==> src/rtl/run_ctrl.sv <==
`default_nettype none
// ============================================================================
//  Module   : run_ctrl
//  Brief    : MIPS32 run controller - stretched reset release, pause gating,
//             cycle budget and multi-source halt with sticky end-of-run status.
//  Revision : 1.0
// ============================================================================
module run_ctrl #(
    parameter int RST_CYCLES = 3,
    parameter int MAX_CYCLES = 50,
    parameter int CNT_W      = 32,
    parameter int N_HALT     = 1
) (
    input  logic                     clk,
    input  logic                     rst,
    input  logic [N_HALT-1:0]        halt_i,
    input  logic                     pause_i,
    output logic                     core_rst_o,
    output logic                     run_o,
    output logic [CNT_W-1:0]         cycle_cnt_o,
    output logic                     done_o,
    output logic                     timeout_o,
    output logic [$clog2(N_HALT):0]  halt_src_o
);

    localparam int                c_src_w    = $clog2(N_HALT) + 1;
    localparam logic [7:0]        c_rst_last = 8'(RST_CYCLES - 1);
    localparam bit                c_tmo_en   = (MAX_CYCLES != 0);
    localparam logic [CNT_W-1:0]  c_tmo_last = CNT_W'((MAX_CYCLES == 0) ? 0 : MAX_CYCLES - 1);

    typedef enum logic [1:0] {
        S_HOLD  = 2'd0,
        S_RUN   = 2'd1,
        S_PAUSE = 2'd2,
        S_DONE  = 2'd3
    } state_t;

    state_t               r_state;
    state_t               w_state_nxt;
    logic [7:0]           r_rst_cnt;
    logic [7:0]           w_rst_cnt_nxt;
    logic [CNT_W-1:0]     r_cnt;
    logic [CNT_W-1:0]     w_cnt_nxt;
    logic [CNT_W-1:0]     w_cnt_inc;
    logic                 r_timeout;
    logic                 w_timeout_nxt;
    logic [c_src_w-1:0]   r_src;
    logic [c_src_w-1:0]   w_src_nxt;
    logic [c_src_w-1:0]   w_halt_src;
    logic                 w_halt_any;
    logic                 w_tmo_hit;

    // Lowest-numbered requester wins; reported as index+1 so 0 means "none".
    always_comb begin
        w_halt_src = '0;
        for (int i = N_HALT - 1; i >= 0; i--) begin
            if (halt_i[i]) begin
                w_halt_src = c_src_w'(i + 1);
            end
        end
    end

    assign w_halt_any = |halt_i;
    assign w_tmo_hit  = c_tmo_en && (r_cnt == c_tmo_last);
    assign w_cnt_inc  = (&r_cnt) ? r_cnt : r_cnt + CNT_W'(1);

    always_comb begin
        w_state_nxt   = r_state;
        w_rst_cnt_nxt = r_rst_cnt;
        w_cnt_nxt     = r_cnt;
        w_timeout_nxt = r_timeout;
        w_src_nxt     = r_src;
        case (r_state)
            S_HOLD: begin
                if (r_rst_cnt == c_rst_last) begin
                    w_state_nxt = S_RUN;
                end else begin
                    w_rst_cnt_nxt = r_rst_cnt + 8'd1;
                end
            end
            S_RUN: begin
                // Halt and timeout may coincide; both are recorded.
                if (w_halt_any || w_tmo_hit) begin
                    w_cnt_nxt   = w_cnt_inc;
                    w_state_nxt = S_DONE;
                    if (w_halt_any) begin
                        w_src_nxt = w_halt_src;
                    end
                    if (w_tmo_hit) begin
                        w_timeout_nxt = 1'b1;
                    end
                end else if (pause_i) begin
                    w_state_nxt = S_PAUSE;
                end else begin
                    w_cnt_nxt = w_cnt_inc;
                end
            end
            S_PAUSE: begin
                if (!pause_i) begin
                    w_state_nxt = S_RUN;
                end
            end
            S_DONE: begin
                w_state_nxt = S_DONE;
            end
            default: begin
                w_state_nxt = S_HOLD;
            end
        endcase
    end

    always_ff @(posedge clk or posedge rst) begin
        if (rst) begin
            r_state   <= S_HOLD;
            r_rst_cnt <= 8'd0;
            r_cnt     <= '0;
            r_timeout <= 1'b0;
            r_src     <= '0;
        end else begin
            r_state   <= w_state_nxt;
            r_rst_cnt <= w_rst_cnt_nxt;
            r_cnt     <= w_cnt_nxt;
            r_timeout <= w_timeout_nxt;
            r_src     <= w_src_nxt;
        end
    end

    // Status is decoded straight from the state register, so no input reaches an output.
    assign core_rst_o  = (r_state == S_HOLD);
    assign run_o       = (r_state == S_RUN);
    assign done_o      = (r_state == S_DONE);
    assign cycle_cnt_o = r_cnt;
    assign timeout_o   = r_timeout;
    assign halt_src_o  = r_src;

endmodule
`default_nettype wire
==> config.mk <==
export PLATFORM = sky130hd
export DESIGN_NAME = run_ctrl
export DESIGN_NICKNAME = d
export VERILOG_FILES = /design/src/rtl/run_ctrl.sv
export SDC_FILE = /design/constraint.sdc
export NUM_CORES = 1
export LEC_CHECK = 0
export ABC_AREA = 1
export CORE_ASPECT_RATIO = 1.25
export CORE_MARGIN = 1
export CORE_UTILIZATION = 50
export CTS_CLUSTER_SIZE = 8
export DETAILED_ROUTE_END_ITERATION = 10
export GPL_TIMING_DRIVEN = 0
export PLACE_DENSITY_LB_ADDON = 0.15
export SYNTH_ARGS = -nofsm -noshare
export SYNTH_HDL_FRONTEND = slang
export SYNTH_SLANG_ARGS = --single-unit
==> constraint.sdc <==
create_clock -name clk -period 2.2 [get_ports clk]
set_input_delay 0.44 -clock clk [delete_from_list [all_inputs] [get_ports clk]]
set_output_delay 0.44 -clock clk [all_outputs]
set_load 0.02 [all_outputs]
flops_by_reg.png
Other sequential cells in the stronger grey, the rest of the logic in the fainter grey.
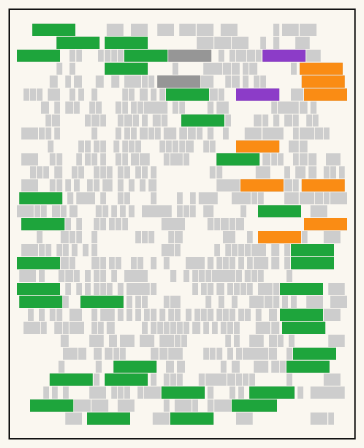
[cycle_cnt_o] green | sequential cells: 32 | where: all over the die
[r_rst_cnt] orange | sequential cells: 8
[r_state] purple | sequential cells: 2
not coloured: 2
seq pwr: 1.04 mW
register area: 1104 um^2

clocks.png
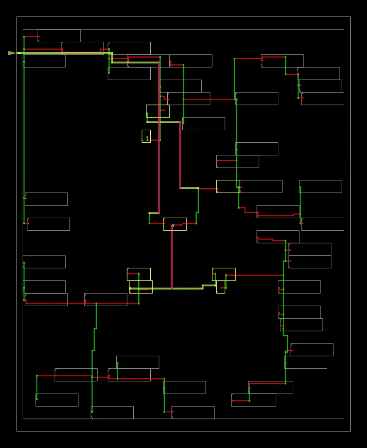
clk pwr: 0.530 mW
Num CTS Buffers: 5
worst-skew pair later-pin latency: 300 ps

wires.png
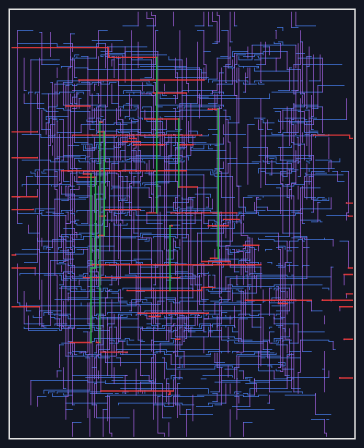
[metal 1] blue | wire length: 3,290 um
[metal 3] red | wire length: 397 um
[metal 2] purple | wire length: 3,800 um
[metal 4] green | wire length: 214 um
wire length per cell: 12.49 um
Post-Route WL: 7.706 mm
Tot GR Track Use: 25.52%
DR vias: 3,054

io_placement.png
Pins as bars across the die edge, other pins in grey.
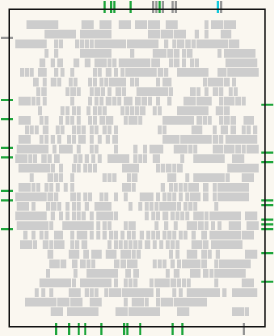
[cycle_cnt_o] green | pins: 32 | direction: output | edge: 10 south, 10 east, 7 west, 5 north
[done_o] cyan | pins: 1 | direction: output | edge: north
Die H: 89.85 um
die width: 72.28 um
I/O Buffers: 40

logic_types.png
Scale bar: 20 um.
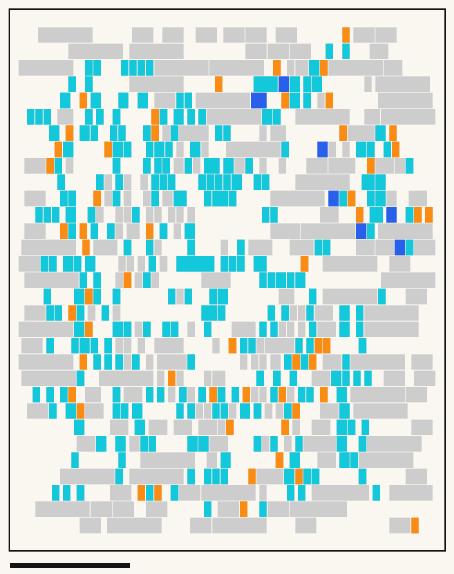
[aoi and oai cells] blue | cells: 7 | most used: o21ai_0
[nand cells] cyan | cells: 261 | most used: nand2_1 | where: all over the die
[inv cells] orange | cells: 54 | most used: inv_1 | where: all over the die
post-route insts no fill: 617
multi-input gate share of total cell area: 46.31%
Top cell excl fill/tap: nand2_1

==> qor.yml <==
fp-utilization_pct: 52.70
worst_slew_pin_slew_ps: 425.2
power_frac_comb_pct: 37.6
antenna_left: 0
path_buffers: 2
htreeDepth: 2
ys_cells: 486
maxCapViolations: 0
root_buffer: "clkbuf_8"
die_area_um2: 6494
fin_skew_ps: 7.463
synth_flop_count: 44
yosys.stat.seqShare_pct: 35.67
rows: 31
ctsHoldBuffers: 0
grt_pass1_vias: 2838
async_flop_share_pct: 100.0
top_area_cell: "dfrtp_1"
period_used_pct: 94.30
antenna_found_initial: 0
drt_iter0_drc: 158
fp_nets: 494
max_stage_delay_ps: 430
outcome: "completed"
grt_first_pass_wirelength_mm: 13.12
antenna_cells: 0
holdCritPathClass: "in2async"
fin_setup_tns_ps: 0
top_cell: "nand2_1"
io_pins: 41
p_per_area_nw_per_um2: 678.6
detailed_place_hpwl_mm: 6.223
setup_viol: 0
p_int_mw: 1.535
gp_congestion: 0.9874
post-place-ws_ps: 0.6342
power_mw: 2.517
stage_log_warnings: 29
synthToLayoutAreaGrowth_pct: 20.19
[routing by layer]
layer  vias to the layer above  wire, um  part of all wire (%)
met1                      1362      3291                    43
met2                        86      3804                    49
met5                         -         0                     0
met4                         0       214                   2.8
met3                        18       396                   5.1
li1                       1588         -                     -
[power groups by stage]
stage,sequential [mW],combinational (mW),clock [mW]
detailed placement,1.05,0.947,0
CTS,1.04,0.952,0.545
global placement,1.05,0.922,0
finish,1.04,0.946,0.530
global route,1.06,1.05,0.571
floorplan,1.07,0.612,0
[path summary, 6_finish.rpt]
kind,startpoint,to,slack (ps),cells after the start
min in group clk,timeout_o,timeout_o,490,2
max,cycle_cnt_o[0],cycle_cnt_o[18],130,10
min,rst,cycle_cnt_o[10],450,2
min reg2reg,timeout_o,timeout_o,490,2
max in group asynchronous,rst,timeout_o,1270,3
max reg2reg,cycle_cnt_o[0],cycle_cnt_o[18],130,10
[through the flow]
| step | area (um^2) | utilization (%) | hold WS, ps |
|---|---|---|---|
| 5_1_grt | 3710 | 63.34 | 478.1 |
| 6_report | 3710 | 63.34 | 447.4 |
| 4_1_cts | 3705 | 63.26 | 461.8 |
| 3_5_place_dp | 3610 | 61.63 | 471.7 |
| 3_3_place_gp | 3590 | 61.29 | 457.0 |
| 2_1_floorplan | 3087 | - | 512.2 |
[cell type report]
cell class	count	area [um^2]
Timing Repair Buffer	41	420.4
Clock inverter	2	10.01
Inverter	54	202.7
Multi-Input combinational cell	378	1718
Tap cell	82	102.6
Fill cell	575	2147
Buffer	10	70.07
Sequential cell	44	1104
Clock buffer	6	82.58
[cell families after synthesis]
family | share of synthesized area (%)
adder cells (fa/ha/maj) | 1.621
XOR/XNOR | 6.242
AND/OR/NAND/NOR | 46.25
flip-flops | 35.67
buffers and inverters | 8.755
AND-OR/OR-AND | 1.459
Power figures rest on the tool's default switching activity, not on a simulated workload.
